## src/rtl/nd_2to1.sv

```systemverilog
// nd_2to1: merges two four-phase handshake input channels into one output
// channel. Each input owns a one-entry buffer; a three-state output FSM
// forwards buffered messages, using a priority pointer when both are full.
// Optional feature macro: NS_ND_2TO1_SYNC_EN adds 2-flop synchronizers on
// rcv0_req, rcv1_req and snd0_ack (all handshake latencies grow by 2).
`ifndef NS_ADDRESS_SIZE
`define NS_ADDRESS_SIZE 8
`endif
`ifndef NS_DATA_SIZE
`define NS_DATA_SIZE 8
`endif
`ifndef NS_REDUN_SIZE
`define NS_REDUN_SIZE 8
`endif

module nd_2to1 #(
  parameter int ASZ = `NS_ADDRESS_SIZE,
  parameter int DSZ = `NS_DATA_SIZE,
  parameter int RSZ = `NS_REDUN_SIZE,
  localparam int MSZ = ASZ + DSZ + RSZ
) (
  input  logic           i_clk,
  input  logic           reset,
  output logic           ready,
  input  logic [MSZ-1:0] rcv0_data,
  input  logic           rcv0_req,
  output logic           rcv0_ack,
  input  logic [MSZ-1:0] rcv1_data,
  input  logic           rcv1_req,
  output logic           rcv1_ack,
  output logic [MSZ-1:0] snd0_data,
  output logic           snd0_req,
  input  logic           snd0_ack
);

  typedef enum logic [1:0] {IDLE, SEND, WAIT_LOW} state_t;

  logic [1:0]     req_raw;
  logic [1:0]     req_s;
  logic           sack_s;

  assign req_raw = {rcv1_req, rcv0_req};

`ifdef NS_ND_2TO1_SYNC_EN
  logic [1:0] req_p0, req_p1;
  logic       sack_p0, sack_p1;

  // Two-flop synchronizers on the handshake inputs
  always_ff @(posedge i_clk) begin
    if (reset) begin
      req_p0  <= '0;
      req_p1  <= '0;
      sack_p0 <= 1'b0;
      sack_p1 <= 1'b0;
    end else begin
      req_p0  <= req_raw;
      req_p1  <= req_p0;
      sack_p0 <= snd0_ack;
      sack_p1 <= sack_p0;
    end
  end

  assign req_s  = req_p1;
  assign sack_s = sack_p1;
`else
  assign req_s  = req_raw;
  assign sack_s = snd0_ack;
`endif

  logic [1:0]     rack_q;
  logic [1:0]     full_q;
  logic [1:0]     cap;
  logic [1:0]     clr;
  logic [MSZ-1:0] rdata  [2];
  logic [MSZ-1:0] mbuf_q [2];

  assign rdata[0] = rcv0_data;
  assign rdata[1] = rcv1_data;
  assign rcv0_ack = rack_q[0];
  assign rcv1_ack = rack_q[1];

  // A capture needs a fresh request (ack low) and an empty buffer
  assign cap = req_s & ~rack_q & ~full_q;

  // Per-input acknowledge and full flag; clear and capture never coincide
  // because a clear needs the buffer full and a capture needs it empty
  always_ff @(posedge i_clk) begin
    if (reset) begin
      rack_q <= '0;
      full_q <= '0;
    end else begin
      for (int i = 0; i < 2; i++) begin
        if (cap[i]) begin
          rack_q[i] <= 1'b1;
          full_q[i] <= 1'b1;
        end else begin
          if (rack_q[i] && !req_s[i]) rack_q[i] <= 1'b0;
          if (clr[i])                 full_q[i] <= 1'b0;
        end
      end
    end
  end

  // Message storage, written only on capture (validity is held by full_q)
  always_ff @(posedge i_clk) begin
    for (int i = 0; i < 2; i++) begin
      if (cap[i]) mbuf_q[i] <= rdata[i];
    end
  end

  state_t         state_q, state_d;
  logic           grant_q, grant_d;
  logic           ptr_q, ptr_d;
  logic           gsel;
  logic           sreq_d;
  logic [MSZ-1:0] sdata_d;

  // Output FSM state, grant, pointer and output message registers
  always_ff @(posedge i_clk) begin
    if (reset) begin
      state_q   <= IDLE;
      grant_q   <= 1'b0;
      ptr_q     <= 1'b0;
      snd0_req  <= 1'b0;
      snd0_data <= '0;
      ready     <= 1'b0;
    end else begin
      state_q   <= state_d;
      grant_q   <= grant_d;
      ptr_q     <= ptr_d;
      snd0_req  <= sreq_d;
      snd0_data <= sdata_d;
      ready     <= 1'b1;
    end
  end

  // Arbitration and output handshake; pointer only moves on contention
  always_comb begin
    state_d = state_q;
    grant_d = grant_q;
    ptr_d   = ptr_q;
    sreq_d  = snd0_req;
    sdata_d = snd0_data;
    clr     = '0;
    gsel    = (&full_q) ? ptr_q : full_q[1];
    unique case (state_q)
      IDLE: begin
        if (|full_q) begin
          grant_d = gsel;
          sdata_d = mbuf_q[gsel];
          sreq_d  = 1'b1;
          state_d = SEND;
          if (&full_q) ptr_d = ~gsel;
        end
      end
      SEND: begin
        if (sack_s) begin
          sreq_d       = 1'b0;
          clr[grant_q] = 1'b1;
          state_d      = WAIT_LOW;
        end
      end
      WAIT_LOW: begin
        if (!sack_s) state_d = IDLE;
      end
      default: state_d = IDLE;
    endcase
  end

endmodule

```

## config.mk

```make
export PLATFORM = sky130hd
export DESIGN_NAME = nd_2to1
export DESIGN_NICKNAME = d
export VERILOG_FILES = /design/src/rtl/nd_2to1.sv
export SDC_FILE = /design/constraint.sdc
export NUM_CORES = 1
export LEC_CHECK = 0
export ABC_AREA = 1
export ABC_CLOCK_PERIOD_IN_PS = 2100
export CAP_MARGIN = 20
export CORE_MARGIN = 1
export CORE_UTILIZATION = 45
export DETAILED_ROUTE_END_ITERATION = 8
export PLACE_DENSITY_LB_ADDON = 0.15
export RECOVER_POWER = 25
export SLEW_MARGIN = 20
export SYNTH_ARGS = -nofsm -noshare
export SYNTH_HDL_FRONTEND = slang
export SYNTH_SLANG_ARGS = --single-unit
```

## constraint.sdc

```tcl
create_clock -name i_clk -period 2.1 [get_ports i_clk]
set_input_delay 0.525 -clock i_clk [delete_from_list [all_inputs] [get_ports i_clk]]
set_output_delay 0.525 -clock i_clk [all_outputs]
set_load 0.02 [all_outputs]
```

run_1/io_fan.png
Bar = 20 µm.
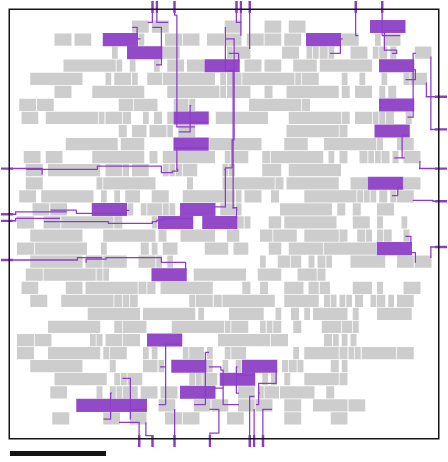
| colour | port | bits | direction | end cells | buffers | wire |
|---|---|---|---|---|---|---|
| purple | `snd0_data` | 24 | output | 24 | 24 | 574 µm |

run_1/wires.png
Two of the layers only.
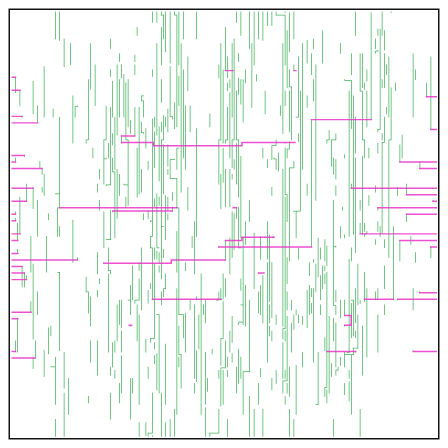
| colour | layer | wire length |
|---|---|---|
| magenta | metal 3 | 342 µm |
| green | metal 2 | 3,310 µm |

run_1/flops_by_reg.png
Bar = 20 µm. Other sequential cells in the stronger grey, the rest of the logic in the fainter grey.
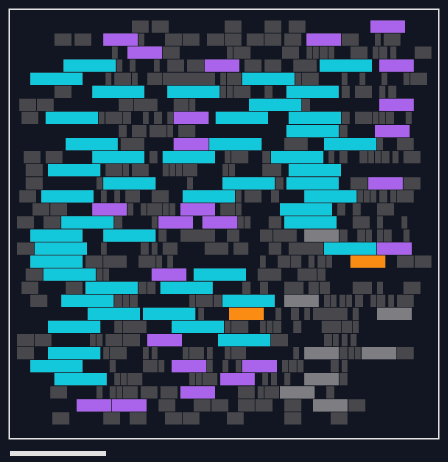
| colour | signal | sequential cells |
|---|---|---|
| cyan | `mbuf_q` | 48 |
| purple | `snd0_data` | 24 |
| orange | `full_q` | 2 |
not coloured: 8

## run 1: cells in the mapped netlist (3+ instances only)
library cell	n	area share, %
nand2_1	57	6.3
inv_1	54	5.9
edfxtp_1	48	42
dfxtp_1	34	20
nand3_1	30	4.4
nand3_2	20	5.9
a21oi_2	17	4.4
a21oi_1	14	2.1
buf_6	6	2.0
nor2_1	6	0.66
nand2_4	4	1.3
buf_2	3	0.44
inv_2	3	0.33
## run 1: flip-flops by register name, indices dropped and copies added, names as in the netlist
register,flops
full_q,2
mbuf_q,48
grant_q,1
ready,1
ptr_q,1
snd0_data,24
state_q,2
rack_q,2
snd0_req,1
## run 1: final cells by class
type	count	area (µm²)	area share (%)
sequential	82	2120	47.8
multi-input combinational	158	927	20.9
timing repair buffer	86	865	19.5
inverter	57	214	4.82
clock buffer	11	131	2.96
tap	99	124	2.79
clock inverter	5	55.1	1.24
## run 1: kinds of logic (layout without fill, tap and decap cells)
family                 Yosys count  count (layout)  synth area share [%]
buffers and inverters           73             159                  10.7
DFF                             82              82                  62.1
and+or+nand+nor                123             123                  20.1
AOI/OAI and AO/OA               35              35                  7.00
## run 1: power by group
group	switching (µW)	internal, µW
registers	69.6	1860
clock network	555	547
logic	467	356
total	1090	2770
## run 1: path summary, 6_finish.rpt
check,from,endpoint,slack (ns),depth (start not counted)
min reg2reg,snd0_req,snd0_req,0.48,2
min,snd0_req,snd0_req,0.48,2
max,snd0_data[1],snd0_data[1],0.25,1
max reg2reg,full_q[0],snd0_data[5],0.63,5
## run 1: per-stage QoR
step / instances / setup slack, ns
finish: 498 / 0.245
global route: 498 / 0.202
CTS: 498 / 0.232
detailed placement: 482 / 0.365
global placement: 482 / 0.383
floorplan: 313 / 0.565
## run 1: metal layers
metal  up-vias  wire length [µm]  GRT usage, %
met4         0                83          8.95
met2        66              3310          29.8
met1      1054              2910          22.7
li1       1174                 -             -
met3         9               342          3.69
met5         -                 0             0
==> reports/metrics.csv, run 1 <==
stage,metric,value,unit
timing,RSZ-0062 raised after global routing,no,
yosys,"EDFF count, synth",48,
die,chip area,0.00794,mm²
global_route,grt total ovfl,0,
timing,worst relative slew slack,26.1,%
yosys,ys async rst share,0,%
global_route,initial antenna violation count,0,
placement,HPWL after DPL,4.32,mm
yosys,Post-Synthesis Cell Area,0.00342,mm²
yosys,Flops after synth,82,
clock_network,Post-CTS Resized,0,
die,die height,89.1,µm
worst_hold_path,Hold Crit Class,flop to flop,
clock_network,hold buffer count at CTS,0,
detailed_routing,drt first pass iters,4,
pwr,cell area power density,870,mW/mm²
finish,Synth-to-Final Area Change,29.9,%
clock_network,CTS tree,done,
finish,fin util,60.9,%
setup_path,nature of the critical path startpoint,flop,
setup_path,crit path DRT,1.57,ns
yosys,yosys warns,0,
clock_network,TritonCTS Buffers,9,
finish,layout cells sized above 1,16.8,%
global_route,Global Route Usage Sum,18.1,%
setup_path,CP bufs+invs,1,
pwr,VDD IR-drop max,492,µV
setup_path,Critical-path top delay cell,clkdlybuf4s50_1,
yosys,Most common reg cell,edfxtp_1,
finish,Top cells excl fill/tap,"nand2_1, inv_1, edfxtp_1, clkdlybuf4s50_1, dlygate4sd3_1",
die,Core Util at FP,46.8,%
timing,fin crit share,88.3,%
yosys,yosys stat area,0.00342,mm²
clock_network,Root Driver,clkbuf_8,
setup_path,cells along the critical path,clkdlybuf4s50_1,
yosys,"Avg Cell Area, Syn",10.9,µm²
pwr,Pwr Total,3860,µW
finish,Ant. Diodes,0,
clock_network,clk sinks,82,
timing,Setup TNS,0,ns
global_route,vias in the first global route,2141,
yosys,cells in synth_stat.txt,313,
setup_path,crit path DAT,1.33,ns
run,max_cap viols,0,
setup_path,critical path class,flop to primary output,
clock_network,CTS max path bufs,2,
timing,Hold WS,0.481,ns
detailed_routing,Vias/cell,4.62,
outcome,status,completed,
timing,Tmin final,1.85,ns
yosys,Cell Type Count,25,
detailed_routing,drt drc,0,
run,OpenROAD warning count,26,
detailed_routing,DRT antenna net count,0,
timing,final count of hold timing violations,0,
==> run 2, diff against run 1 <==
Settings changed: HOLD_SLACK_MARGIN from default to 0.02.
run_2/congestion.png
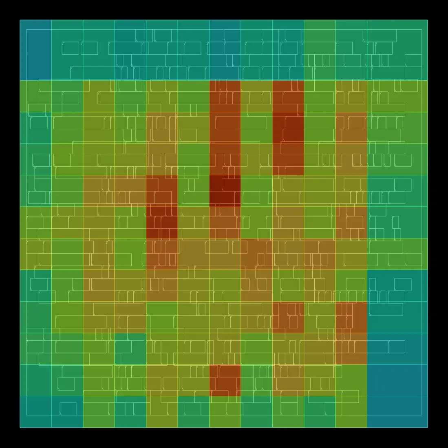
Global Route Usage Sum: 18.1%
routing usage on met3: 3.69%
met1 Use GR: 22.7%
Top Usage Layer GRT: met2
fin util: 60.9%

==> run 2 against run 1 <==
  * Register-to-register slack barely moved
  * Utilization unchanged
  * Via count unchanged
  * First-iteration DRC count unchanged
  * Non-clock buffer count unchanged
  * Total power is the same
  * Largest cell class unchanged
  * Synthesized cell count did not move
  * Clock skew unchanged
  * Sequential share of layout area unchanged
  * Cell count is the same
  * Worst setup slack unchanged
==> reports/metrics.csv, run 2 <==
stage,metric,value,unit,change
yosys,yosys warns,0,,unchanged
pwr,VDD IR-drop max,492,µV,unchanged
timing,Worst-Margin Slew,1.11,ns,
yosys,top-area cell type share of the netlist area,42.2,%,unchanged
yosys,Most common reg cell,edfxtp_1,,
setup_path,Critical Path Start,snd0_data[1],,
clock_network,hold buffer count at CTS,0,,unchanged
yosys,"Avg Cell Area, Syn",10.9,µm²,unchanged
yosys,"Seq/Total Area, Yosys",62.1,%,
die,die height,89.1,µm,unchanged
setup_path,critical path class,flop to primary output,,
placement,Post-Place Worst Slack,0.365,ns,unchanged
detailed_routing,drt drc,0,,unchanged
global_route,vias in the first global route,2141,,unchanged
clock_network,Post-CTS Resized,0,,unchanged
yosys,Post-Synthesis Cell Area,0.00342,mm²,unchanged
setup_path,crit path DAT,1.33,ns,about the same
timing,worst relative slew slack,26.1,%,unchanged
pwr,Internal,2770,µW,unchanged
finish,layout cells sized above 1,16.8,%,unchanged
pwr,P_sw,1090,µW,unchanged
timing,RSZ-0062 raised after global routing,no,,
worst_hold_path,Hold Crit Class,flop to flop,,
clock_network,clk sinks,82,,unchanged
run,OpenROAD warning count,26,,unchanged
die,Core Util at FP,46.8,%,unchanged
detailed_routing,drt first pass iters,4,,unchanged
pwr,Pwr Total,3860,µW,unchanged
setup_path,CP bufs+invs,1,,unchanged
clock_network,H-tree lvl count,3,,
finish,Ant. Diodes,0,,unchanged
setup_path,r2r startpoint,full_q[0],,
detailed_routing,Vias/cell,4.62,,unchanged
yosys,Synth top cell by count,nand2_1,,
yosys,yosys stat area,0.00342,mm²,unchanged
finish,Synth-to-Final Area Change,29.9,%,unchanged
timing,final count of hold timing violations,0,,unchanged
pwr,cell area power density,870,mW/mm²,unchanged
pwr,sequential share of power,50.1,%,about the same
run,max_cap viols,0,,unchanged
yosys,ys async rst share,0,%,unchanged
clock_network,TritonCTS Buffers,9,,unchanged
placement,HPWL after DPL,4.32,mm,unchanged
clock_network,Root Driver,clkbuf_8,,
global_route,grt total ovfl,0,,unchanged
pwr,Clk pwr share,28.6,%,about the same
global_route,initial antenna violation count,0,,unchanged
setup_path,R2R Setup Slk,0.63,ns,about the same
setup_path,Crit. End Element,primary output,,
setup_path,Critical-path top delay cell,clkdlybuf4s50_1,,
setup_path,cells along the critical path,clkdlybuf4s50_1,,
pwr,Combinational Power Share,21.3,%,about the same
pwr,sw frac,28.3,%,unchanged
timing,fin crit share,88.3,%,unchanged
yosys,Flops after synth,82,,unchanged
yosys,"EDFF count, synth",48,,unchanged
finish,Flop area,0.00212,mm²,unchanged
worst_hold_path,Hold Path Origin,snd0_req,,
yosys,"top cells, area","edfxtp_1, dfxtp_1, nand2_1, inv_1, nand3_2",,
finish,Largest regs,"mbuf_q x48, snd0_data x24",,
timing,Hold WS,0.481,ns,unchanged
finish,Top cells excl fill/tap,"nand2_1, inv_1, edfxtp_1, clkdlybuf4s50_1, dlygate4sd3_1",,
finish,Comb area,927,µm²,unchanged
detailed_routing,DRT antenna net count,0,,unchanged
outcome,status,completed,,
clock_network,CTS tree,done,,
die,chip area,0.00794,mm²,unchanged
yosys,dominant cell type by area after synthesis,edfxtp_1,,
setup_path,crit path DRT,1.57,ns,about the same
timing,Setup TNS,0,ns,unchanged
finish,largest reg by FF count,mbuf_q,,
yosys,Post-synth top cells,"nand2_1, inv_1, edfxtp_1, dfxtp_1, nand3_1",,
timing,Tmin final,1.85,ns,unchanged
clock_network,CTS max path bufs,2,,unchanged
run 2: cell counts after synthesis:
No cell type changed its count.
run 2: routing by layer:
metal,GRT usage [%],vias to the layer above,share of wire (%)
li1,-,1174,-
met5,0,-,0
met2,29.8,66,50
met1,22.7,1054,44
met3,3.69,9,5.2
met4,8.95,0,1.3
run 2: stage by stage:
stage | util (%) | area, µm² | cells
finish | 60.9 | 4440 | 498
global route | 60.9 | 4440 | 498
CTS | 60.9 | 4440 | 498
detailed placement | 58.3 | 4250 | 482
global placement | 58.3 | 4250 | 482
floorplan | - | 3420 | 313
run 2: kinds of logic (layout without fill, tap and decap cells):
family                 Yosys count  after routing  share of synthesized area [%]
buffers and inverters           73            159                           10.7
and+or+nand+nor                123            123                           20.1
DFF                             82             82                           62.1
AOI/OAI and AO/OA               35             35                           7.00
run 2: power groups by stage:
| stage | Combinational (µW) | Clock, µW | Sequential [µW] |
|---|---|---|---|
| finish | 823 | 1100 | 1930 |
| global route | 901 | 1210 | 1950 |
| CTS | 848 | 1120 | 1940 |
| detailed placement | 844 | 0 | 1970 |
| global placement | 834 | 0 | 1970 |
| floorplan | 457 | 0 | 2060 |
run 2: path summary, 6_finish.rpt:
path | end | cells past startpoint
worst max-delay path | snd0_data[1] | 1
worst min-delay path | snd0_req | 2
worst max register to register | snd0_data[5] | 5
worst min register to register | snd0_req | 2
run 2: final cells by class:
cell class / count / share of cell area [%]
clock buffers: 11 / 2.96
clock inverters: 5 / 1.24
multi-input cells: 158 / 20.9
repair buffers: 86 / 19.5
inverters: 57 / 4.82
well taps: 99 / 2.79
flip-flops and latches: 82 / 47.8
Power and IR drop assume default switching activity.
